## config.mk

```make
export PLATFORM = sky130hd
export DESIGN_NAME = ahb_slave_mux
export DESIGN_NICKNAME = d
export VERILOG_FILES = /design/src/rtl/ahb_pkg.sv /design/src/rtl/ahb_default_slave.sv /design/src/rtl/ahb_slave_mux.sv
export SDC_FILE = /design/constraint.sdc
export NUM_CORES = 1
export LEC_CHECK = 0
export ABC_AREA = 1
export CAP_MARGIN = 15
export CELL_PAD_IN_SITES_DETAIL_PLACEMENT = 1
export CELL_PAD_IN_SITES_GLOBAL_PLACEMENT = 1
export CORE_UTILIZATION = 17
export DETAILED_ROUTE_END_ITERATION = 6
export PLACE_DENSITY_LB_ADDON = 0.25
export SLEW_MARGIN = 20
export SYNTH_ARGS = -nofsm -noshare
export SYNTH_HDL_FRONTEND = slang
export SYNTH_SLANG_ARGS = --single-unit
export TNS_END_PERCENT = 30
```

## constraint.sdc

```tcl
create_clock -name HCLK -period 3.88 [get_ports HCLK]
set_clock_uncertainty 0.2 [all_clocks]
set_input_delay 0.776 -clock HCLK [delete_from_list [all_inputs] [get_ports HCLK]]
set_output_delay 0.776 -clock HCLK [all_outputs]
set_load 0.005 [all_outputs]
```

## src/rtl/ahb_pkg.sv

```systemverilog
`default_nettype none
// +----------------------------------------------------------------------+
// | ahb_pkg : shared AHB-Lite encodings, default-slave state, sizing     |
// | Rev 1.0                                                              |
// +----------------------------------------------------------------------+
package ahb_pkg;

  localparam int NSLV_DEF = 8;
  localparam int DW_DEF   = 32;

  localparam logic [1:0] HTRANS_IDLE   = 2'b00;
  localparam logic [1:0] HTRANS_BUSY   = 2'b01;
  localparam logic [1:0] HTRANS_NONSEQ = 2'b10;
  localparam logic [1:0] HTRANS_SEQ    = 2'b11;

  localparam logic HRESP_OKAY  = 1'b0;
  localparam logic HRESP_ERROR = 1'b1;

  typedef enum logic [1:0] {
    DS_IDLE = 2'b00,
    DS_ERR1 = 2'b01,
    DS_ERR2 = 2'b10
  } ds_state_e;

  function automatic logic htrans_active(input logic [1:0] htrans);
    return (htrans == HTRANS_NONSEQ) || (htrans == HTRANS_SEQ);
  endfunction

endpackage
`default_nettype wire

```

## src/rtl/ahb_default_slave.sv

```systemverilog
`default_nettype none
// +----------------------------------------------------------------------+
// | ahb_default_slave : two-cycle ERROR responder for unmapped accesses  |
// | Rev 1.0                                                              |
// +----------------------------------------------------------------------+
module ahb_default_slave
  import ahb_pkg::*;
(
  input  logic clk_i,
  input  logic rst_i,
  input  logic hready_i,
  input  logic req_i,
  output logic hreadyout_o,
  output logic hresp_o
);

  ds_state_e state_q, state_d;

  always_ff @(posedge clk_i) begin
    if (rst_i) begin
      state_q <= DS_IDLE;
    end else begin
      state_q <= state_d;
    end
  end

  // Next state kept apart from outputs so hready_i never feeds hreadyout_o.
  always_comb begin
    state_d = state_q;
    case (state_q)
      DS_IDLE: if (hready_i && req_i) state_d = DS_ERR1;
      DS_ERR1: state_d = DS_ERR2;
      DS_ERR2: if (hready_i) state_d = req_i ? DS_ERR1 : DS_IDLE;
      default: state_d = DS_IDLE;
    endcase
  end

  always_comb begin
    hreadyout_o = 1'b1;
    hresp_o     = HRESP_OKAY;
    case (state_q)
      DS_ERR1: begin
        hreadyout_o = 1'b0;
        hresp_o     = HRESP_ERROR;
      end
      DS_ERR2: hresp_o = HRESP_ERROR;
      default: ;
    endcase
  end

endmodule
`default_nettype wire

```

## src/rtl/ahb_slave_mux.sv

```systemverilog
`default_nettype none
// +----------------------------------------------------------------------+
// | ahb_slave_mux : AHB-Lite data-phase response mux with default slave  |
// | Rev 1.0                                                              |
// +----------------------------------------------------------------------+
module ahb_slave_mux
  import ahb_pkg::*;
#(
  parameter int              NSLV      = NSLV_DEF,
  parameter int              DW        = DW_DEF,
  parameter logic [DW-1:0]   DEF_RDATA = '0
) (
  input  logic                 HCLK,
  input  logic                 HRESET,
  input  logic [NSLV-1:0]      HSEL,
  input  logic [1:0]           HTRANS,
  input  logic [NSLV*DW-1:0]   HRDATA_S,
  input  logic [NSLV-1:0]      HREADYOUT_S,
  input  logic [NSLV-1:0]      HRESP_S,
  output logic [DW-1:0]        HRDATA,
  output logic                 HREADY,
  output logic                 HRESP
);

  localparam logic [NSLV:0] SEL_DEFAULT = {1'b1, {NSLV{1'b0}}};

  logic [NSLV:0]  sel_q, sel_d, owner;
  logic [DW-1:0]  rdata_s [NSLV];
  logic           def_req, def_ready, def_resp;

  for (genvar g = 0; g < NSLV; g++) begin : g_unpack
    assign rdata_s[g] = HRDATA_S[g*DW +: DW];
  end

  assign def_req = (HSEL == '0) && htrans_active(HTRANS);

  // Descending scan so the lowest set HSEL bit is the last (winning) write.
  always_comb begin
    owner       = '0;
    owner[NSLV] = 1'b1;
    for (int i = NSLV - 1; i >= 0; i--) begin
      if (HSEL[i]) begin
        owner    = '0;
        owner[i] = 1'b1;
      end
    end
  end

  always_comb begin
    sel_d = sel_q;
    if (HREADY) sel_d = owner;
  end

  always_ff @(posedge HCLK) begin
    if (HRESET) begin
      sel_q <= SEL_DEFAULT;
    end else begin
      sel_q <= sel_d;
    end
  end

  ahb_default_slave u_def (
    .clk_i       (HCLK),
    .rst_i       (HRESET),
    .hready_i    (HREADY),
    .req_i       (def_req),
    .hreadyout_o (def_ready),
    .hresp_o     (def_resp)
  );

  // Defaults double as the fallback for an all-zero sel_q.
  always_comb begin
    HRDATA = DEF_RDATA;
    HREADY = 1'b1;
    HRESP  = HRESP_OKAY;
    for (int i = 0; i < NSLV; i++) begin
      if (sel_q[i]) begin
        HRDATA = rdata_s[i];
        HREADY = HREADYOUT_S[i];
        HRESP  = HRESP_S[i];
      end
    end
    if (sel_q[NSLV]) begin
      HREADY = def_ready;
      HRESP  = def_resp;
    end
  end

endmodule
`default_nettype wire
```

Figure 1. Routing congestion map (run 1).
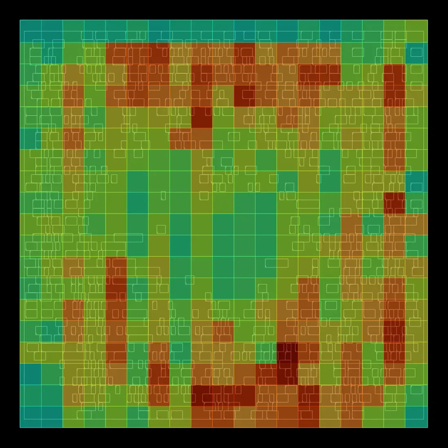
global-route layer with the greatest usage: met2
Util after Layout: 39.1%
met1 GRT Util: 23.5%
Tot GR Track Use: 21.2%

Figure 2. Sequential cells grouped by signal name (run 1).
Other cells in grey.
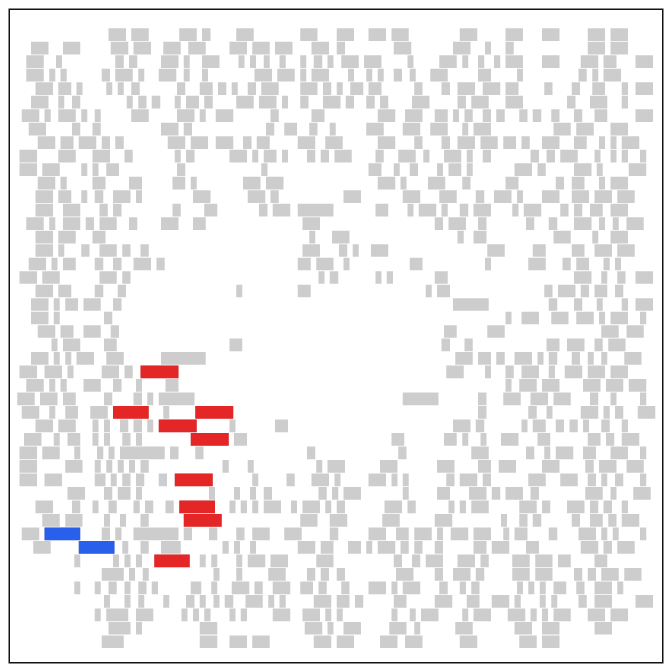
legend:
  u_def.state_q:
    colour: blue
    flops: 2
  sel_q:
    colour: red
    flops: 9

==> impl_metrics.py, run 1 <==
# Generated from Yosys and OpenROAD reports
metrics = {
    "layout": {
        "drive_gt1_share_pct": 3.46,
        "logic_gates": 470,
        "final.signal_buffer_count": 332,
        "comb_area_share_pct": 36.8,
        "fin_area_sq_mm": 0.00630,
        "seq-cell-share_pct": 3.62,
        "insertedDiodeCount": 2,
        "final.signal_inverter_count": 21,
        "layout.clock.cell_area_share_pct": 1.25,
        "area.growth.synth_to_final_pct": 121,
        "layout.nonclk_buf_share_pct": 52.7,
        "nNetsFinal": 1127,
        "seq_area_sq_um": 228,
        "biggestCellCategory": "buffers",
        "tally_of_clock_buffers_in_the_finished_layout": 4,
        "multi_input_comb_area_sq_mm": 0.00231,
    },
    "worst_setup_path": {
        "slowest_stage": "clkdlybuf4s50_1",
        "worst_flop_to_flop_path_startpoint": "sel_q[3]$_SDFFE_PP0N_",
        "setup.worst_path.end": "HRDATA[0]",
        "worstPathCellList": "clkdlybuf4s50_1 -> a21oi_1 -> nand2_1 -> o21ai_0 -> o211ai_1 -> o21ai_1 -> o21ai_1 -> o211ai_1 -> nand2_1 -> clkdlybuf4s50_1",
        "worst-path-max-fanout": 2,
        "r2r_setup_slack_ps": 1590,
        "required_ps": 2900,
        "cp_top_family": "buffers and inverters",
        "critical_path.startpoint_type": "input pin",
        "critical_path_launch_point": "HRDATA_S[32]",
        "timing.critical_path.depth": 10,
        "path_buffers": 2,
        "regToRegEndpoint": "sel_q[2]$_SDFFE_PP0N_",
        "reg2reg_depth": 13,
    },
    "final_timing": {
        "final.hold.worst_slack_ps": 299,
        "max_slew.worst_pin.slew_ps": 723,
        "maxSlewViolCount": 0,
        "rsz0062_at_grt": "no",
        "post-route-worst-setup-slack_ps": 189,
        "fmax_ghz": 0.271,
        "report.final.hold_viol_count": 0,
        "timing.final.crit_period_ps": 3690,
        "max_slew_margin_pct": 51.8,
        "timing.final.crit_share_pct": 95.1,
        "timing.final.setup_violations": 0,
    },
    "floorplan": {
        "io_pins": 318,
        "tap_cells": 216,
        "fp_util_pct": 17.7,
        "die.size.x_microns": 131,
        "coreArea_sq_mm": 0.0161,
        "die-area_sq_mm": 0.0173,
    },
    "worst_hold_path": {
        "hold_path_startpoint": "sel_q[0]$_SDFFE_PP0N_",
        "timing.hold.worst_endpoint": "sel_q[0]$_SDFFE_PP0N_",
        "worst_min_delay_path_class": "reg2reg",
        "min_delay_path_depth": 2,
    },
    "clocking": {
        "postCtsResizedCells": 0,
        "cts_sinks": 11,
        "cts_hold_buf": 0,
        "cts.htree.levels": 1,
        "cts_made_buffers": 3,
        "clk_pin_slew_worst_paths_ps": 40,
        "root_driver": "clkbuf_16",
        "worstSkewPairLatency_ps": 240,
    },
    "synth": {
        "synthSimpleGateAreaFrac_pct": 30.3,
        "ys_seq_elements": 11,
        "postSynthCellCount": 552,
        "synth-area-yosys_sq_mm": 0.00285,
        "synthTopCellsByArea": "nand2_1 (25%), o211ai_1 (17%), o21ai_0 (15%)",
        "post_synth_top_cells": "nand2_1 (186), o21ai_0 (85), a21oi_1 (77)",
        "synth_area_leader_cell": "nand2_1",
        "yosys.stat.seqShare_pct": 7.73,
        "synth_nets": 840,
        "mappedNetlistArea_sq_mm": 0.00285,
        "most_common_cell": "nand2_1",
        "netlist_logic_family_top": "AND-OR/OR-AND gates",
        "synthMuxAreaShare_pct": 0,
        "post_synth_num_cell_types": 24,
    },
    "placement": {
        "dp.final_hpwl_microns": 15100,
        "place.port_buffers": 316,
        "dpl_cell_area_sq_mm": 0.00621,
        "place.gp.congestion": 0.930,
    },
    "power": {
        "power.density_mw_per_mm2": 711,
        "peakVddDrop_uv": 393,
        "p_leak_nw": 2.41,
    },
    "global_route": {
        "global_route_wire_length_before_repair_microns": 29200,
        "first_global_vias": 5451,
        "gr-total-overflow": 0,
    },
    "flow_run": {
        "max_cap_violations": 0,
        "warnings": 30,
    },
    "detailed_routing": {
        "route.detailed.vias_per_inst": 4.78,
        "post_drt_wl_per_cell_microns": 17.8,
        "route.final.wire_length_microns": 18800,
        "drt_drc_violations_left": 0,
    },
    "outcome": {
        "run_status": "complete, no violations",
    },
}
Figure 3. I/O pins on the die edge (run 1).
Pins as bars across the die edge, other pins in grey.
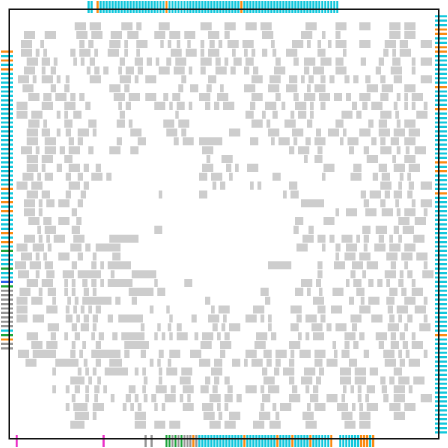
legend:
  HREADY:
    colour: blue
    pins: 1
    direction: output
    edge: left
  HRESP_S:
    colour: green
    pins: 8
    direction: input
    edge: 4 left, 4 bottom
  HRDATA_S:
    colour: cyan
    pins: 256
    direction: input
    edge: 85 right, 80 top, 48 bottom, 43 left
  HRDATA:
    colour: orange
    pins: 32
    direction: output
    edge: 10 bottom, 10 right, 9 left, 3 top
  HTRANS:
    colour: magenta
    pins: 2
    direction: input
    edge: bottom

[run 1: layout by cell type (no fill, tap or decap), types with 2 or more instances in the layout]
| cell | n |
|---|---|
| diode_2 | 2 |
| buf_12 | 3 |
| buf_4 | 13 |
| clkinv_1 | 2 |
| inv_1 | 18 |
| a21oi_1 | 77 |
| ha_1 | 4 |
| o211ai_1 | 65 |
| nor2_1 | 21 |
| nand3_1 | 4 |
| nor3_1 | 3 |
| dfxtp_2 | 6 |
| clkbuf_16 | 3 |
| dfxtp_1 | 5 |
| o21ai_0 | 83 |
| nand2_1 | 186 |
| clkdlybuf4s50_1 | 316 |
| o21ai_1 | 21 |
[run 1: per-layer routing]
| metal | part of all wire, % | wire length, microns | global-route usage [%] |
|---|---|---|---|
| met1 | 41 | 7630 | 23.5 |
| met2 | 51 | 9620 | 40.5 |
| met3 | 5.5 | 1030 | 3.24 |
| met4 | 2.6 | 486 | 6.78 |
| met5 | 0 | 0 | 0 |
[run 1: registers in the layout, summed over array words and instances, names as in the netlist]
name	count
sel_q	9
u_def.state_q	2
[run 1: metrics by stage]
| step | instances | total power (W) |
|---|---|---|
| 4_1_cts | 1054 | 0.00455 |
| 5_1_grt | 1056 | 0.00494 |
| 3_3_place_gp | 1050 | 0.00422 |
| 6_report | 1056 | 0.00448 |
| 2_1_floorplan | 552 | 0.00231 |
| 3_5_place_dp | 1050 | 0.00434 |
[run 1: tightest hold or removal path: cells and delay by family, from the launching register on]
family / cells / cell delay, ps
flops: 1 / 300
simple gates: 2 / 150
[run 1: power by group]
group | switching (W) | internal [W] | total (W)
clock network | 0.0000494 | 0.000138 | 0.000187
registers | 0.000132 | 0.000167 | 0.000299
logic | 0.00193 | 0.00205 | 0.00399
==> run 2, diff against run 1 <==
- CORE_UTILIZATION: 17 -> 16
- CTS_CLUSTER_DIAMETER: default -> 50
- clock period: 3.88 -> 4 ns (I/O delays scaled with it)
Figure 4. Clock network drawn from the DEF (run 2).
Scale bar: 50 microns.
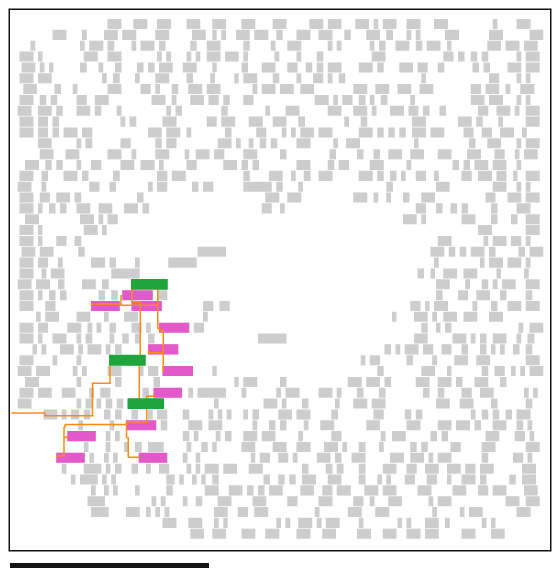
legend:
  clock wires:
    colour: orange
    length: 177 microns
  clock-net drivers:
    colour: green
    count: 3
  flip-flops:
    colour: magenta
    count: 11
routed clock nets: 4

==> impl_metrics.py, run 2 <==
# Generated from Yosys and OpenROAD reports
metrics = {
    "synth": {
        "synthFlopType": "dfxtp_1",
        "yosys.stat.seqShare_pct": 7.73,
        "syn-mean-instance-area_sq_um": 5.16,
        "synth-area-yosys_sq_mm": 0.00285,
        "synthTopCellsByArea": "nand2_1 (25%), o211ai_1 (17%), o21ai_0 (15%)",
        "post_synth_num_cell_types": 24,
        "synth_nets": 840,
        "postSynthCellCount": 552,
        "ys_seq_elements": 11,
        "mappedNetlistArea_sq_mm": 0.00285,
        "synth_top_area_share_pct": 24.5,
        "synthArstFlopShare_pct": 0,
        "yosys_cells": 552,
        "synth_area_leader_cell": "nand2_1",
        "number_of_enable_type_register_cells_in_the_synthesized_netlist": 0,
        "most_common_cell": "nand2_1",
        "post_synth_top_cells": "nand2_1 (186), o21ai_0 (85), a21oi_1 (77)",
        "yosys_warnings": 0,
    },
    "layout": {
        "drive_gt1_share_pct": 3.23,
        "area.growth.synth_to_final_pct": 122,
        "nNetsFinal": 1125,
        "layout.cells.most_common_list": "clkdlybuf4s50_1 (316), nand2_1 (186), o21ai_0 (85)",
        "largest_registers": "sel_q x9, u_def.state_q x2",
        "layout.cells.most_common": "clkdlybuf4s50_1",
        "number_of_flip_flops_under_the_largest_register_name": 9,
        "registers.top_by_ff_count": "sel_q",
        "insertedDiodeCount": 0,
        "fin_util_pct": 36.4,
        "fin_area_sq_mm": 0.00631,
        "finalNonFillerCells": 1061,
    },
    "clocking": {
        "root_driver": "clkbuf_16",
        "cts_hold_buf": 0,
        "cts_sinks": 11,
        "clockBufferDepth": 2,
        "postCtsResizedCells": 0,
        "tritoncts": "yes",
        "worstSkewPairLatency_ps": 240,
        "cts_made_buffers": 3,
        "cts.htree.levels": 1,
        "clk_pin_slew_worst_paths_ps": 40,
        "postCtsSetupRepairBufs": 0,
    },
    "worst_setup_path": {
        "worstPathCellList": "clkdlybuf4s50_1 -> a21oi_1 -> nand2_1 -> o21ai_0 -> o211ai_1 -> o21ai_0 -> o21ai_0 -> o211ai_1 -> nand2_1 -> clkdlybuf4s50_1",
        "worstSetupEndpointType": "output pin",
        "worst-setup-path-type": "in2out",
        "critical_path_max_stage_delay_ps": 500,
        "critical_path.startpoint_type": "input pin",
        "worst-path-max-fanout": 1,
        "cp_common_cell": "o21ai_0",
        "required_ps": 3000,
        "slowest_stage": "clkdlybuf4s50_1",
        "worst_ep_arrival_time_ps": 2830,
    },
    "detailed_routing": {
        "met3RoutedLength_microns": 1320,
        "drt_drc_violations_left": 0,
        "routed-wl-met2_microns": 9350,
        "first_pass_iters": 4,
        "detailroute.via_count": 4882,
        "post_drt_wl_per_cell_microns": 17.0,
        "drt-met1-wl_microns": 7300,
        "ant_nets": 0,
        "route.detailed.vias_per_inst": 4.60,
        "drtIter0Drc": 120,
        "route.final.wire_length_microns": 18000,
        "dr.max_layer_used": "met4",
    },
    "power": {
        "post-layout-total-power_w": 0.00431,
        "share_comb_of_total_power_pct": 89.0,
        "p_seq_share_pct": 6.8,
        "p_leak_nw": 2.41,
        "power_spent_charging_and_discharging_nets_w": 0.00201,
        "switching_share_pct": 46.8,
        "cellInternalPower_w": 0.00229,
        "power_frac_clock_pct": 4.2,
        "peakVddDrop_uv": 413,
        "power.density_mw_per_mm2": 682,
    },
    "global_route": {
        "global_route_wire_length_before_repair_microns": 26100,
        "grt_max_degree": 66,
        "first_global_vias": 4790,
        "tot_gr_track_use_pct": 18.3,
        "gr-total-overflow": 0,
        "grt_antenna_before_repair": 0,
    },
    "final_timing": {
        "max_slew_margin_pct": 60.3,
        "post-route-worst-setup-slack_ps": 175,
        "fmax_ghz": 0.261,
        "timing.final.crit_period_ps": 3830,
        "rsz0062_at_grt": "no",
        "report.final.hold_viol_count": 0,
        "final.hold.worst_slack_ps": 310,
        "finalSetupTns_ps": 0,
        "timing.final.setup_violations": 0,
        "max_slew.worst_pin.slew_ps": 595,
        "maxSlewViolCount": 0,
        "timing.final.crit_share_pct": 95.6,
    },
    "placement": {
        "place.gp.congestion": 0.779,
        "dpl_cell_area_sq_mm": 0.00623,
        "dp.final_hpwl_microns": 14400,
        "preCtsSetupSlack_ps": 128,
        "post-place-cells": 1057,
        "place.port_buffers": 316,
    },
    "outcome": {
        "run_status": "complete, no violations",
    },
    "floorplan": {
        "io_pins": 318,
        "fp_util_pct": 16.4,
        "core.rowCount": 48,
        "die.size.x_microns": 135,
        "die-area_sq_mm": 0.0183,
        "coreArea_sq_mm": 0.0174,
        "die_y_microns": 135,
    },
    "flow_run": {
        "max_cap_violations": 0,
        "warnings": 30,
    },
    "worst_hold_path": {
        "worst_min_delay_path_class": "reg2reg",
    },
}
Figure 5. Sequential cells grouped by signal name (run 2).
Other cells in grey.
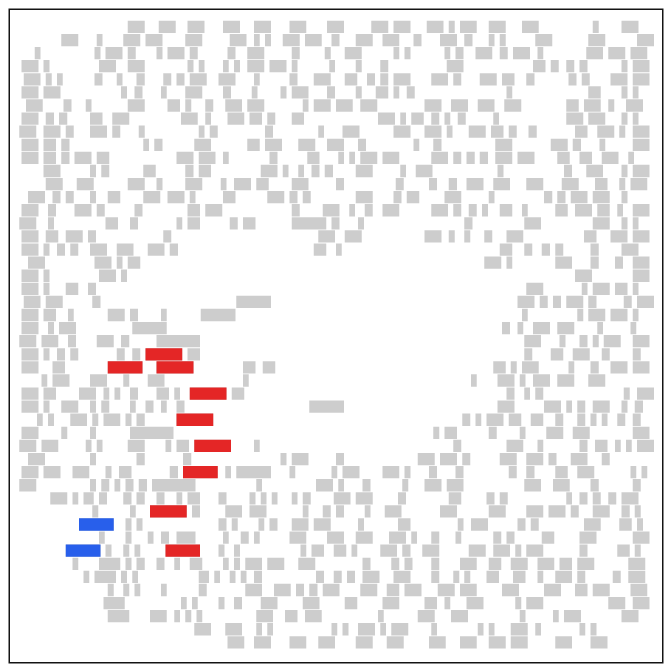
legend:
  u_def.state_q:
    colour: blue
    flops: 2
  sel_q:
    colour: red
    flops: 9

==> run 2: power by group through the flow <==
stage	sequential [W]	combinational, W	clock, W
4_1_cts	0.000299	0.00392	0.000184
6_report	0.000294	0.00383	0.000181
3_5_place_dp	0.000301	0.00390	0
2_1_floorplan	0.000183	0.00206	0
3_3_place_gp	0.000298	0.00388	0
5_1_grt	0.000310	0.00426	0.000190
==> run 2: kinds of logic after synthesis <==
| family | share of synthesized area, % |
|---|---|
| AND-OR/OR-AND | 49.2 |
| adder cells (fa/ha/maj) | 1.76 |
| buffers and inverters | 11.0 |
| flip-flops | 7.73 |
| AND/OR/NAND/NOR | 30.3 |
==> run 2: worst max-delay path, delay by kind of cell <==
| family | cells | cell delay (ps) |
|---|---|---|
| simple gates | 2 | 180 |
| compound gates | 6 | 880 |
| buf+inv | 2 | 960 |
==> run 2: layout make-up <==
| type | count | area, sq um |
|---|---|---|
| fill | 2224 | 11000 |
| tap | 225 | 282 |
| multi-input combinational | 470 | 2310 |
| inverter | 21 | 78.8 |
| sequential | 11 | 228 |
| timing repair buffer | 330 | 3330 |
| clock buffer | 4 | 78.8 |
==> run 2: worst paths after layout <==
path	startpoint	end	slack [ps]	cells after the start
worst max-delay path	HRDATA_S[32]	HRDATA[0]	170	10
worst min-delay path	sel_q[0]$_SDFFE_PP0N_	sel_q[0]$_SDFFE_PP0N_	310	2
worst max register to register	sel_q[1]$_SDFFE_PP0N_	sel_q[1]$_SDFFE_PP0N_	1630	15
worst min register to register	sel_q[0]$_SDFFE_PP0N_	sel_q[0]$_SDFFE_PP0N_	310	2
==> run 2: layer usage <==
layer	up-vias	track usage (%)
li1	2483	-
met1	2228	21.1
met2	165	36.0
met3	6	3.22
met4	0	1.37
met5	-	0
Power and IR drop assume default switching activity.
